--- src/rtl/victim_pkg.sv ---
// Shared types and sizes for the dcache miss / victim-cache swap controller.
// Contents: line and tag widths, victim cache depth, perf counter width,
// controller state encoding and a saturating increment helper.
package victim_pkg;

    localparam int DCACHE_LINE_WIDTH = 128;
    localparam int DCACHE_TAG_BITS   = 20;
    localparam int VICTIM_NO_OF_SETS = 4;
    localparam int PERF_CNT_W        = 32;

    typedef logic [DCACHE_LINE_WIDTH-1:0] line_t;
    typedef logic [DCACHE_TAG_BITS-1:0]   tag_t;
    typedef logic [PERF_CNT_W-1:0]        perf_cnt_t;

    typedef enum logic [2:0] {
        IDLE,
        LOOKUP,
        MEM_REQ,
        MEM_WAIT,
        FILL,
        EVICT,
        WB
    } vsc_state_e;

    // Counters stick at all-ones instead of wrapping.
    function automatic perf_cnt_t sat_inc(input perf_cnt_t v);
        return (&v) ? v : v + perf_cnt_t'(1);
    endfunction

endpackage

--- src/rtl/victim_swap_ctrl_if.sv ---
// Bundle of every handshake and data signal around the swap controller:
//   dcache miss request    : miss_valid, miss_ready, miss_tag
//   dcache eviction        : evict_valid, evict_dirty, evict_tag, evict_data
//   victim cache           : vc_tag, vc_data_in, vc_write, vc_hit, vc_data_out
//   memory fetch           : mem_req_valid, mem_req_ready, mem_req_tag,
//                            mem_rsp_valid, mem_rsp_data
//   dirty writeback        : wb_valid, wb_ready, wb_tag, wb_data
//   dcache fill            : fill_valid, fill_tag, fill_data, fill_from_vc
// modport master: the controller side. modport slave: the surrounding
// dcache, victim cache and memory.
interface victim_swap_ctrl_if;
    import victim_pkg::*;

    logic  miss_valid;
    logic  miss_ready;
    tag_t  miss_tag;

    logic  evict_valid;
    logic  evict_dirty;
    tag_t  evict_tag;
    line_t evict_data;

    tag_t  vc_tag;
    line_t vc_data_in;
    logic  vc_write;
    logic  vc_hit;
    line_t vc_data_out;

    logic  mem_req_valid;
    logic  mem_req_ready;
    tag_t  mem_req_tag;
    logic  mem_rsp_valid;
    line_t mem_rsp_data;

    logic  wb_valid;
    logic  wb_ready;
    tag_t  wb_tag;
    line_t wb_data;

    logic  fill_valid;
    tag_t  fill_tag;
    line_t fill_data;
    logic  fill_from_vc;

    modport master (
        input  miss_valid, miss_tag,
        output miss_ready,
        input  evict_valid, evict_dirty, evict_tag, evict_data,
        output vc_tag, vc_data_in, vc_write,
        input  vc_hit, vc_data_out,
        output mem_req_valid, mem_req_tag,
        input  mem_req_ready, mem_rsp_valid, mem_rsp_data,
        output wb_valid, wb_tag, wb_data,
        input  wb_ready,
        output fill_valid, fill_tag, fill_data, fill_from_vc
    );

    modport slave (
        output miss_valid, miss_tag,
        input  miss_ready,
        output evict_valid, evict_dirty, evict_tag, evict_data,
        input  vc_tag, vc_data_in, vc_write,
        output vc_hit, vc_data_out,
        input  mem_req_valid, mem_req_tag,
        output mem_req_ready, mem_rsp_valid, mem_rsp_data,
        input  wb_valid, wb_tag, wb_data,
        output wb_ready,
        input  fill_valid, fill_tag, fill_data, fill_from_vc
    );

endinterface

--- src/rtl/victim_swap_ctrl.sv ---
// Dcache miss-handling controller in front of the 4-entry victim cache.
// A miss is looked up in the victim cache; a hit line is returned to the
// dcache, otherwise the line is fetched from memory. The line evicted by the
// dcache is then written into the victim cache, and written back to memory
// when dirty. The controller owns the victim cache's shared tag input.
//
// Ports:
//   clk   clock
//   rst   asynchronous, active-low reset
//   bus   victim_swap_ctrl_if.master (miss/evict/vc/mem/wb/fill signals)
//   perf_vc_hits, perf_vc_misses   saturating lookup counters
//                                  (present only with VSC_PERF_CNT_EN)
//
// Optional feature macro: VSC_PERF_CNT_EN
//
// state    | meaning
// ---------+------------------------------------------------------------
// IDLE     | miss_ready=1, waiting for a dcache miss
// LOOKUP   | vc_tag=miss tag, sample vc_hit / vc_data_out
// MEM_REQ  | mem_req_valid held until mem_req_ready
// MEM_WAIT | waiting for mem_rsp_valid
// FILL     | one-cycle fill pulse to the dcache
// EVICT    | one-cycle victim cache write of the evicted line (if valid)
// WB       | wb_valid held until wb_ready (dirty evicted line)
module victim_swap_ctrl
    import victim_pkg::*;
(
    input  logic clk,
    input  logic rst,
    victim_swap_ctrl_if.master bus
`ifdef VSC_PERF_CNT_EN
   ,output perf_cnt_t perf_vc_hits,
    output perf_cnt_t perf_vc_misses
`endif
);

    vsc_state_e state;
    tag_t       miss_tag_q;
    logic       ev_valid_q;
    logic       ev_dirty_q;
    tag_t       ev_tag_q;
    line_t      ev_data_q;

    // All outputs are registered: each is loaded on the transition into the
    // state that presents it. fill_data doubles as the line buffer and keeps
    // the last filled line; the other strobe/tag outputs return to 0.
    always_ff @(posedge clk or negedge rst) begin
        if (!rst) begin
            state             <= IDLE;
            miss_tag_q        <= '0;
            ev_valid_q        <= 1'b0;
            ev_dirty_q        <= 1'b0;
            ev_tag_q          <= '0;
            ev_data_q         <= '0;
            bus.miss_ready    <= 1'b1;
            bus.vc_tag        <= '0;
            bus.vc_data_in    <= '0;
            bus.vc_write      <= 1'b0;
            bus.mem_req_valid <= 1'b0;
            bus.mem_req_tag   <= '0;
            bus.wb_valid      <= 1'b0;
            bus.wb_tag        <= '0;
            bus.wb_data       <= '0;
            bus.fill_valid    <= 1'b0;
            bus.fill_tag      <= '0;
            bus.fill_data     <= '0;
            bus.fill_from_vc  <= 1'b0;
`ifdef VSC_PERF_CNT_EN
            perf_vc_hits      <= '0;
            perf_vc_misses    <= '0;
`endif
        end else begin
            bus.vc_tag       <= '0;
            bus.vc_data_in   <= '0;
            bus.vc_write     <= 1'b0;
            bus.fill_valid   <= 1'b0;
            bus.fill_tag     <= '0;
            bus.fill_from_vc <= 1'b0;

            case (state)
                IDLE: begin
                    if (bus.miss_valid) begin
                        miss_tag_q     <= bus.miss_tag;
                        ev_valid_q     <= bus.evict_valid;
                        ev_dirty_q     <= bus.evict_dirty;
                        ev_tag_q       <= bus.evict_tag;
                        ev_data_q      <= bus.evict_data;
                        bus.vc_tag     <= bus.miss_tag;
                        bus.miss_ready <= 1'b0;
                        state          <= LOOKUP;
                    end
                end

                LOOKUP: begin
                    // Tag 0 is never issued by the dcache, so a tag-0 hit
                    // against reset victim entries is taken at face value.
                    if (bus.vc_hit) begin
                        bus.fill_valid   <= 1'b1;
                        bus.fill_tag     <= miss_tag_q;
                        bus.fill_data    <= bus.vc_data_out;
                        bus.fill_from_vc <= 1'b1;
                        state            <= FILL;
                    end else begin
                        bus.mem_req_valid <= 1'b1;
                        bus.mem_req_tag   <= miss_tag_q;
                        state             <= MEM_REQ;
                    end
`ifdef VSC_PERF_CNT_EN
                    if (bus.vc_hit) begin
                        perf_vc_hits <= sat_inc(perf_vc_hits);
                    end else begin
                        perf_vc_misses <= sat_inc(perf_vc_misses);
                    end
`endif
                end

                MEM_REQ: begin
                    if (bus.mem_req_ready) begin
                        bus.mem_req_valid <= 1'b0;
                        bus.mem_req_tag   <= '0;
                        state             <= MEM_WAIT;
                    end
                end

                MEM_WAIT: begin
                    if (bus.mem_rsp_valid) begin
                        bus.fill_valid <= 1'b1;
                        bus.fill_tag   <= miss_tag_q;
                        bus.fill_data  <= bus.mem_rsp_data;
                        state          <= FILL;
                    end
                end

                FILL: begin
                    // The hit line is left resident in the victim cache;
                    // FIFO replacement ages it out.
                    if (ev_valid_q) begin
                        bus.vc_write   <= 1'b1;
                        bus.vc_tag     <= ev_tag_q;
                        bus.vc_data_in <= ev_data_q;
                    end
                    state <= EVICT;
                end

                EVICT: begin
                    if (ev_valid_q && ev_dirty_q) begin
                        bus.wb_valid <= 1'b1;
                        bus.wb_tag   <= ev_tag_q;
                        bus.wb_data  <= ev_data_q;
                        state        <= WB;
                    end else begin
                        bus.miss_ready <= 1'b1;
                        state          <= IDLE;
                    end
                end

                WB: begin
                    if (bus.wb_ready) begin
                        bus.wb_valid   <= 1'b0;
                        bus.wb_tag     <= '0;
                        bus.wb_data    <= '0;
                        bus.miss_ready <= 1'b1;
                        state          <= IDLE;
                    end
                end

                default: begin
                    bus.miss_ready <= 1'b1;
                    state          <= IDLE;
                end
            endcase
        end
    end

endmodule

--- src/flat_wrapper.sv ---
// flat-port wrapper written by rule: the top's interface ports become plain ports
module victim_swap_ctrl_flat import victim_pkg::*;
  (clk, rst, bus_miss_valid, bus_miss_tag, bus_miss_ready, bus_evict_valid, bus_evict_dirty, bus_evict_tag, bus_evict_data, bus_vc_tag, bus_vc_data_in, bus_vc_write, bus_vc_hit, bus_vc_data_out, bus_mem_req_valid, bus_mem_req_tag, bus_mem_req_ready, bus_mem_rsp_valid, bus_mem_rsp_data, bus_wb_valid, bus_wb_tag, bus_wb_data, bus_wb_ready, bus_fill_valid, bus_fill_tag, bus_fill_data, bus_fill_from_vc);
  victim_swap_ctrl_if bus_i ();
  input  logic clk;
  input  logic rst;
  input wire logic [$bits(bus_i.miss_valid)-1:0] bus_miss_valid;
  input wire logic [$bits(bus_i.miss_tag)-1:0] bus_miss_tag;
  output wire logic [$bits(bus_i.miss_ready)-1:0] bus_miss_ready;
  input wire logic [$bits(bus_i.evict_valid)-1:0] bus_evict_valid;
  input wire logic [$bits(bus_i.evict_dirty)-1:0] bus_evict_dirty;
  input wire logic [$bits(bus_i.evict_tag)-1:0] bus_evict_tag;
  input wire logic [$bits(bus_i.evict_data)-1:0] bus_evict_data;
  output wire logic [$bits(bus_i.vc_tag)-1:0] bus_vc_tag;
  output wire logic [$bits(bus_i.vc_data_in)-1:0] bus_vc_data_in;
  output wire logic [$bits(bus_i.vc_write)-1:0] bus_vc_write;
  input wire logic [$bits(bus_i.vc_hit)-1:0] bus_vc_hit;
  input wire logic [$bits(bus_i.vc_data_out)-1:0] bus_vc_data_out;
  output wire logic [$bits(bus_i.mem_req_valid)-1:0] bus_mem_req_valid;
  output wire logic [$bits(bus_i.mem_req_tag)-1:0] bus_mem_req_tag;
  input wire logic [$bits(bus_i.mem_req_ready)-1:0] bus_mem_req_ready;
  input wire logic [$bits(bus_i.mem_rsp_valid)-1:0] bus_mem_rsp_valid;
  input wire logic [$bits(bus_i.mem_rsp_data)-1:0] bus_mem_rsp_data;
  output wire logic [$bits(bus_i.wb_valid)-1:0] bus_wb_valid;
  output wire logic [$bits(bus_i.wb_tag)-1:0] bus_wb_tag;
  output wire logic [$bits(bus_i.wb_data)-1:0] bus_wb_data;
  input wire logic [$bits(bus_i.wb_ready)-1:0] bus_wb_ready;
  output wire logic [$bits(bus_i.fill_valid)-1:0] bus_fill_valid;
  output wire logic [$bits(bus_i.fill_tag)-1:0] bus_fill_tag;
  output wire logic [$bits(bus_i.fill_data)-1:0] bus_fill_data;
  output wire logic [$bits(bus_i.fill_from_vc)-1:0] bus_fill_from_vc;
  assign bus_i.miss_valid = bus_miss_valid;
  assign bus_i.miss_tag = bus_miss_tag;
  assign bus_miss_ready = bus_i.miss_ready;
  assign bus_i.evict_valid = bus_evict_valid;
  assign bus_i.evict_dirty = bus_evict_dirty;
  assign bus_i.evict_tag = bus_evict_tag;
  assign bus_i.evict_data = bus_evict_data;
  assign bus_vc_tag = bus_i.vc_tag;
  assign bus_vc_data_in = bus_i.vc_data_in;
  assign bus_vc_write = bus_i.vc_write;
  assign bus_i.vc_hit = bus_vc_hit;
  assign bus_i.vc_data_out = bus_vc_data_out;
  assign bus_mem_req_valid = bus_i.mem_req_valid;
  assign bus_mem_req_tag = bus_i.mem_req_tag;
  assign bus_i.mem_req_ready = bus_mem_req_ready;
  assign bus_i.mem_rsp_valid = bus_mem_rsp_valid;
  assign bus_i.mem_rsp_data = bus_mem_rsp_data;
  assign bus_wb_valid = bus_i.wb_valid;
  assign bus_wb_tag = bus_i.wb_tag;
  assign bus_wb_data = bus_i.wb_data;
  assign bus_i.wb_ready = bus_wb_ready;
  assign bus_fill_valid = bus_i.fill_valid;
  assign bus_fill_tag = bus_i.fill_tag;
  assign bus_fill_data = bus_i.fill_data;
  assign bus_fill_from_vc = bus_i.fill_from_vc;
  victim_swap_ctrl u_core (.clk(clk), .rst(rst), .bus(bus_i));
endmodule
--- config.mk ---
export PLATFORM = sky130hd
export DESIGN_NAME = victim_swap_ctrl_flat
export DESIGN_NICKNAME = d
export VERILOG_FILES = /design/src/rtl/victim_pkg.sv /design/src/rtl/victim_swap_ctrl_if.sv /design/src/rtl/victim_swap_ctrl.sv /design/src/flat_wrapper.sv
export SDC_FILE = /design/constraint.sdc
export NUM_CORES = 1
export LEC_CHECK = 0
export CAP_MARGIN = 20
export CORE_AREA = 2 2 356 358
export CTS_CLUSTER_SIZE = 20
export DETAILED_ROUTE_END_ITERATION = 10
export DIE_AREA = 0 0 358 360
export REMOVE_ABC_BUFFERS = 1
export SETUP_SLACK_MARGIN = 0.05
export SLEW_MARGIN = 5
export SYNTH_ARGS = -nofsm -noshare
export SYNTH_HDL_FRONTEND = slang
export SYNTH_SLANG_ARGS = --single-unit
--- constraint.sdc ---
create_clock -name clk -period 2.3 [get_ports clk]
set_clock_uncertainty 0.2 [all_clocks]
set_input_delay 0.345 -clock clk [delete_from_list [all_inputs] [get_ports clk]]
set_output_delay 0.345 -clock clk [all_outputs]
set_load 0.01 [all_outputs]
==> flow_metrics.py <==
# Physical implementation metrics
metrics = {
    "setup_path": {
        "crit_family": "buffers and inverters",
        "reg2reg_from": "u_core.state[1]",
        "timing.critical_path.required_ns": 1.75,
        "arr_time_crit_path_ns": 1.63,
        "reg2reg_setup_slack_ns": 0.20,
        "path_cells": "clkdlybuf4s50_1",
        "rr_worst_depth": 5,
        "worstPathMaxFanout": 2,
        "slowest_delay_ns": 0.63,
        "timing.critical_path.to_type": "output pin",
        "cp-start-kind": "register",
        "critPathBufInv": 1,
        "path_depth": 1,
        "cp_slowest_cell": "clkdlybuf4s50_1",
        "critPathKind": "register to output pin",
        "worst_setup_path_endpoint": "bus_fill_data[105]",
    },
    "drt": {
        "wl_um": 101000,
        "detail_route.first_pass.iterations": 5,
        "met3_wire_length_um": 8400,
        "drt_first_iter_violations": 1083,
        "met2RoutedLength_um": 50100,
        "drt-met1-wl_um": 39100,
        "drt.antenna.violating_nets": 0,
        "dr.max_layer_used": "met5",
        "route.vias.total": 19300,
        "route.detailed.vias_per_inst": 4.07,
        "wl_per_cell_um": 21.2,
    },
    "placement": {
        "dp_hpwl_um": 77200,
        "place.detailed.instances": 4486,
        "gpl_wtd_cong": 0.849,
        "port_buffers": 902,
        "placement.cell_area_um2": 36300,
    },
    "hold_path": {
        "timing.hold.worst.start": "bus_evict_data[3]",
        "min-delay-path-class": "input port to register",
    },
    "clocking": {
        "numCtsBuffers": 74,
        "cts_root_buffer": "clkbuf_16",
        "post-cts-setup-buffer-count": 1,
        "cts-root-to-sink-buffers": 3,
        "cts_repair_resize_count": 45,
    },
    "yosys": {
        "ys_sh_xor_pct": 0,
        "dominantRegCellSynth": "dfrtp_1",
        "synth_stat.cells": 1937,
        "post-synth-top-count-cell": "dfrtp_1",
        "avgSynthCellArea_um2": 12.6,
        "synth.distinct_cells": 34,
        "ys_sh_aoi_pct": 6.86,
        "post_synth_edffs": 0,
        "netlist_top_cells_area": "dfrtp_1 66%, mux2_2 12%, nand2_1 8.2%",
        "synthDominantCellAreaShare_pct": 65.7,
        "synth_warnings": 0,
        "netlist_top_cells_count": "642 x dfrtp_1, 534 x nand2_1, 257 x mux2_2",
        "ys_sh_adder_pct": 0,
        "synthesis.area_um2": 24400,
        "dominant_comb_cell": "simple AND/OR/NAND/NOR gates",
        "ys.flops": 643,
        "ys_async_sr_fraction_pct": 100,
        "number_of_instances_in_the_synthesized_netlist": 1937,
    },
    "global_route": {
        "first_global_vias": 20400,
        "grt_start_max_net_pins": 96,
        "grt_antenna_before_repair": 25,
        "grt_pass1_wl_um": 144000,
        "gr-usage-met1_pct": 17.6,
        "globalRoute.busiestLayer": "met2",
        "use_met3_pct": 4.97,
        "globalRoute.totalOverflow": 0,
        "grt_util_all_layers_pct": 15.3,
    },
    "floorplan": {
        "core_area_um2": 125000,
        "fp.dieArea_um2": 129000,
        "number_of_placed_i_o_pins": 903,
        "die_height_um": 360,
        "placement_rows": 130,
    },
    "sta": {
        "final-setup-viol-count": 0,
        "grt_setup_unrepaired": "false",
        "worst_hold_slack_ns": 0.0673,
        "fmax_ghz": 0.459,
        "relSlewSlack_pct": 50.5,
        "timing_max_transition_violations_final": 0,
        "min_period_ns": 2.18,
        "finalHoldViolCount": 0,
        "max_slew.worst_pin.slew_ns": 0.740,
        "final.period_utilization_pct": 94.7,
    },
    "power": {
        "combinationalPower_mw": 18.2,
        "p_comb_share_pct": 37.0,
        "seq_power_mw": 18.6,
        "biggest_power_consumer_among_the_groups": "registers",
        "pwr-share-clk_pct": 25.2,
        "share_seq_of_total_power_pct": 37.9,
        "leakagePower_nw": 18.2,
        "power_density_nw_per_um2": 1230,
        "swShare_pct": 32.6,
        "internal-power_mw": 33.2,
        "p_sw_mw": 16.1,
        "ir_drop_v": 0.000762,
    },
    "flow_run": {
        "tool_warnings": 25,
    },
    "outcome": {
        "outcome": "completed",
    },
    "finish": {
        "layout.cells.most_common_list": "855 x clkdlybuf4s50_1, 642 x dfrtp_1, 534 x nand2_1",
        "area.growth.synth_to_final_pct": 64.1,
        "final-instance-count-excl-fill": 4756,
        "drive_above_1_share_pct": 16.4,
        "finish.net_count": 3478,
        "postLayoutCellArea_um2": 40100,
        "mostFrequentLayoutCell": "clkdlybuf4s50_1",
    },
}
cell type report:
class | count | area, µm²
fillers | 12600 | 84800
flip-flops and latches | 643 | 16100
repair buffers | 1159 | 11700
multi-input cells | 1165 | 7700
clock buffers | 108 | 2180
well taps | 1650 | 2060
clock inverters | 25 | 359
diodes | 4 | 10.0
inverters | 2 | 7.51
stage by stage:
stage | utilization, % | TNS [ns] | setup WS (ns) | power (mW)
floorplan | - | -3525.70 | -12.01 | 23.9
global placement | 29.1 | -0.0148 | -0.0148 | 37.1
detailed placement | 29.1 | -0.0388 | -0.0286 | 37.3
CTS | 32.1 | 0 | 0.0504 | 50.0
global route | 32.1 | 0 | 0.0523 | 52.1
finish | 32.1 | 0 | 0.123 | 49.2
Fig. 1: PDN straps and rails
Pins as bars on the die edge.
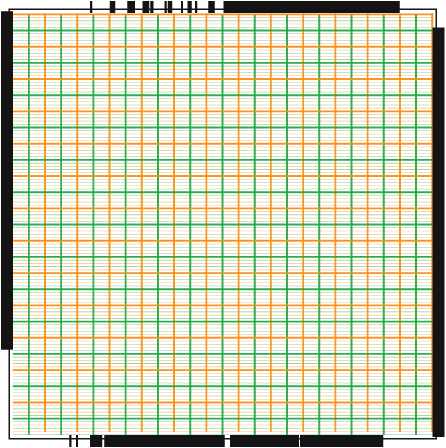
VSS: drawn in green. VDD: drawn in orange.
131 met1 rails follow the rows. 903 signal pins sit on the boundary. The core has 130 rows. 26 straps on met5.

Fig. 2: clock nets
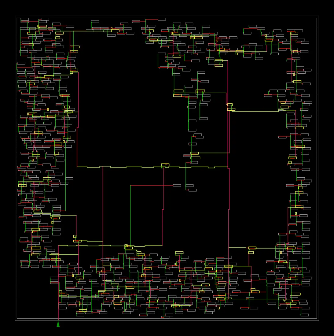
count of clock buffers in the final design: 108
flip-flop and latch count: 643
clock net sink count: 643
Clk power: 12.4 mW
Skew-Pair Late Insertion Delay: 0.66 ns

Fig. 3: placed cells, one color a class
Bar = 100 µm. Fill, decap, tap and diode cells in gray.
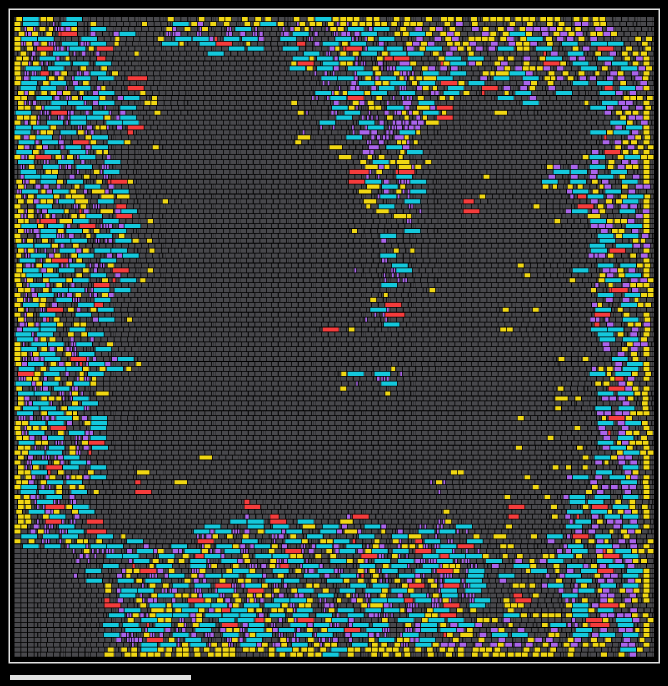
clock drivers and dummy loads: drawn in red, cells 133, share of their area 6.7%. remaining logic cells: drawn in purple, cells 1167, share of their area 20%. registers: drawn in cyan, cells 643, share of their area 42%. remaining buffers and delay cells: drawn in yellow, cells 1159, share of their area 31%.

No activity file was given, so power comes from the tool's default toggle rates.
